Fig. 1: run 1, routing congestion
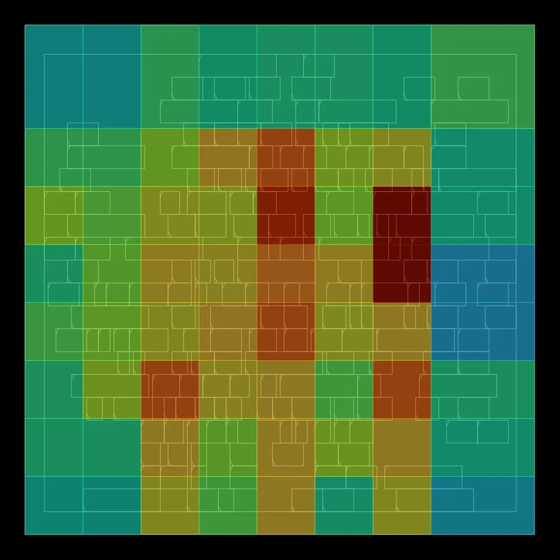
Fig. 2: run 1, where the registers sit
Other sequential cells in the stronger grey, the rest of the logic in the fainter grey.
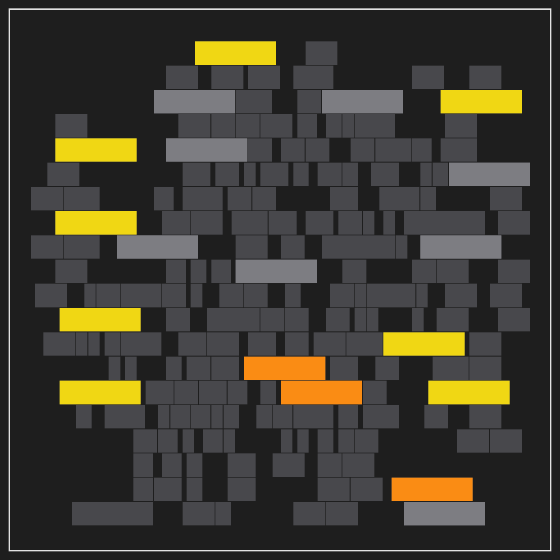
Fig. 3: run 1, clock wires, drivers and flops
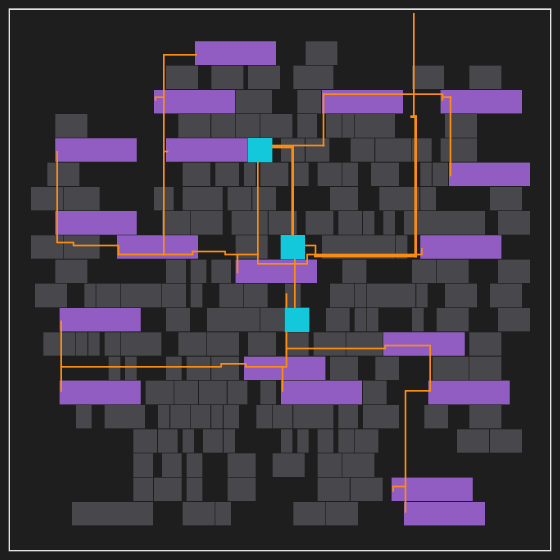
==> config.mk <==
export PLATFORM = sky130hd
export DESIGN_NAME = control_sequencer_flat
export DESIGN_NICKNAME = d
export VERILOG_FILES = /design/src/rtl/control_sequencer_if.sv /design/src/rtl/control_sequencer.sv /design/src/flat_wrapper.sv
export SDC_FILE = /design/constraint.sdc
export NUM_CORES = 1
export LEC_CHECK = 0
export CAP_MARGIN = 5
export CORE_MARGIN = 2
export CORE_UTILIZATION = 41
export CTS_CLUSTER_DIAMETER = 30
export DETAILED_ROUTE_END_ITERATION = 7
export PLACE_DENSITY = 0.76
export SLEW_MARGIN = 20
export SYNTH_ARGS = -nofsm -noshare
export SYNTH_HDL_FRONTEND = slang
export SYNTH_SLANG_ARGS = --single-unit
==> constraint.sdc <==
create_clock -name CLK -period 2.3 [get_ports CLK]
set_input_delay 0.69 -clock CLK [delete_from_list [all_inputs] [get_ports CLK]]
set_output_delay 0.69 -clock CLK [all_outputs]
set_load 0.01 [all_outputs]
==> job_summary.md <==
### Flow metrics

| Metric | Value |
|---|---|
| Status | `finished, violations left` |
| Violated checks | `negative setup slack` |
| Synth cell types | `38` |
| Critical path arrival | `2.61 ns` |
| Worst Hold Class | `flip-flop to flip-flop` |
| Port bufs | `44` |
| Antenna viol nets, final | `0` |
| Core Box Area | `3053 um2` |
| Grt total ovfl | `0` |
| Combinational share of power | `68.1%` |
| Io pins | `45` |
| # clock sinks | `19` |
| Seq pwr share | `25.1%` |
| Max Slew Vio Count | `0` |
| Layout fillers | `287` |
| RSZ-0062 raised after global routing | `true` |
| Area Growth Syn to Fin | `44.19%` |
| CP Class | `flip-flop to flip-flop` |
| Die height | `60.61 um` |
| Initial DRC count | `34` |
| Area after DPL | `1815 um2` |
| Wirelength, routed | `3.176 mm` |
| Cell count in the Yosys report | `137` |
| Comb area | `728.2 um2` |
| OpenROAD warnings | `32` |
| Wirelength per Cell | `13.81 um` |
| Detailed Routing Iterations Pass 1 | `4` |
| Top Layout Cells | `36 x clkdlybuf4s50_1, 19 x buf_4, 19 x dfrtp_1` |
| Chip Width | `60.61 um` |
| Global-route wire length before repair | `5.050 mm` |
| Post-Synthesis Cells | `137` |
| Maximum clock rate | `424.5 MHz` |
| Synthesis area per yosys | `1314 um2` |
| Clock-pin slew on the worst setup and hold paths | `0.13 ns` |
| Core Rows | `20` |
| Final number of setup-violating endpoints | `1` |
| Fin. Hold Viols | `0` |
| Fin Clk Skew | `0.01914 ns` |
| CTS tree | `yes` |
| Setup Slack @ Placement | `-0.1202 ns` |
| Inserted Clock Buffers | `3` |
| DRC Markers | `0` |
| Design Area, Final | `1894 um2` |
| H-tree lvl count | `1` |
| Fp util | `43.03%` |
| Ys flops | `19` |
| Commonest Layout Cell | `clkdlybuf4s50_1` |
| Post-route setup slack | `-0.05595 ns` |
| Tcrit/Tclk final | `102.4%` |
| Vias in the first global route | `1101` |
| Mapped Avg Cell Area | `9.589 um2` |
| All-Layer GR Usage | `18.47%` |
| Die area | `3673 um2` |
| Vias/cell | `5.009` |
| Sw frac | `40.97%` |
| Share of cells above drive strength 1 | `27.42%` |
| Clk latency late pin | `0.31 ns` |
| Lkg Pwr | `0.0008721 uW` |
| WHS Path Cells | `2` |
| DPL Wire Length | `2.418 mm` |
| Initial antenna violation count | `0` |
| Final #Nets | `209` |
| Ys Warns | `0` |
| Peak VDD IR | `554.4 uV` |
| CTS Hold Buffers Added | `0` |
| # diodes | `0` |
| CTS root buffer | `clkbuf_4` |
| Post-Synthesis Cell Area | `1314 um2` |
| Worst R2R Setup Slack | `-0.06 ns` |
| P_int | `1577 uW` |
| Startpoint type of the worst setup path | `flip-flop` |
| Crit. End Element | `flip-flop` |
| Relative slew slack | `79.64%` |
| Measured slew at the worst slew-check pin | `0.3041 ns` |
Notes on Fig. 1 above:
GR met3 Demand/Resource: 2.132%
M1 GR Usage: 24.34%

Notes on Fig. 2 above:
Orange marks `u_core.STATE`, placed flops 3. Yellow marks `u_core.r_ir`, placed flops 8.
register area: 475.5 um2
final core utilization: 62.05%
sequential logic power: 669 uW
flop share of the area: 25.10%

Notes on Fig. 3 above:
Orange marks clock wires, length 286 um. Cyan marks clock drivers, count 3. Purple marks flip-flops, count 19.
There are 4 routed clock nets.
Clock Power Share: 6.8%
Clk. pwr: 181 uW

==> run 1: critical path, cell delays in order, from the launching register on <==
cell and delay, ns:
dfrtp_1 0.39, and3b_1 0.23, or2b_1 0.24, ha_2 0.18, inv_2 0.05, fa_2 0.19
nor2b_2 0.05, o31a_1 0.25, or4_4 0.44, a21oi_4 0.14, xor2_1 0.15
==> run 1: kinds of logic after synthesis <==
group	share of synthesized area, %
fa+ha+maj	10.10
mux	6.666
xor+xnor	2.666
compound gates	15.81
buf+inv	13.33
flops	36.19
simple gates	15.24
==> run 1: synth_stat cells (all sizes together) <==
cell    count  area, um2
a211oi      3      22.52
a21boi      1      7.510
a21o        3      22.52
a21oi       7      38.79
a22o        1      8.760
and2        5      31.28
and3b       1      8.760
and4bb      1      12.51
buf        19      145.1
clkbuf      1      3.750
dfrtp      19      475.5
fa          1      20.02
ha          9      112.6
inv         7      26.28
mux2        6      67.56
mux2i       2      20.02
nand2      11      43.80
nand2b      3      18.77
nand3       2      10.01
nand4       1      6.260
nor2        6      22.52
nor2b       3      18.77
nor3        1      5.000
o211ai      1      7.510
o21a        1      7.510
o21ai       8      40.04
o21bai      1      7.510
o22ai       3      18.77
o31a        2      17.52
o32ai       1      8.760
or2b        1      7.510
or4         2      15.01
xor2        4      35.03
==> run 1: stage by stage <==
step / TNS [ns] / instances / util, % / total power (uW) / hold WS (ns)
2_1_floorplan: -0.2927 / 137 / - / 1715 / 0.4961
3_3_place_gp: -0.01640 / 224 / 59.47 / 2349 / 0.4917
3_5_place_dp: -0.1893 / 224 / 59.47 / 2416 / 0.5127
4_1_cts: -0.09514 / 228 / 60.61 / 2612 / 0.5423
5_1_grt: -0.2547 / 230 / 62.05 / 2902 / 0.5536
6_report: -0.05595 / 230 / 62.05 / 2671 / 0.5363
==> run 1: final cells by class <==
class	instances	share of cell area [%]
clock buffer	3	1.189
clock inverter	1	0.2642
inverter	7	1.387
multi-input combinational	91	38.44
sequential	19	25.10
tap	44	2.906
timing repair buffer	65	30.71
==> run 1: power by group through the flow <==
stage | clock [uW] | sequential, uW | combinational, uW
final | 181 | 669 | 1820
after global routing | 203 | 700 | 2000
after floorplan | 0 | 676 | 1040
after detailed placement | 0 | 672 | 1740
after CTS | 186 | 667 | 1760
after global placement | 0 | 654 | 1690
==> run 1: routing by layer <==
layer	track usage, %	vias to the layer above	wire (um)
met5	0	-	0
met4	5.590	0	27
met1	24.34	555	1326
li1	-	556	-
met3	2.132	4	114
met2	31.80	37	1708
==> run 1: what timing repair did <==
| item | 4_1_cts | 5_1_grt |
|---|---|---|
| setup endpoints to repair | 11 | 7 |
| buffers inserted | 0 | 3 |
| gates cloned | 0 | 0 |
| resized | 19 | 13 |
| pin swaps | 6 | 9 |
Power and IR drop assume default switching activity.
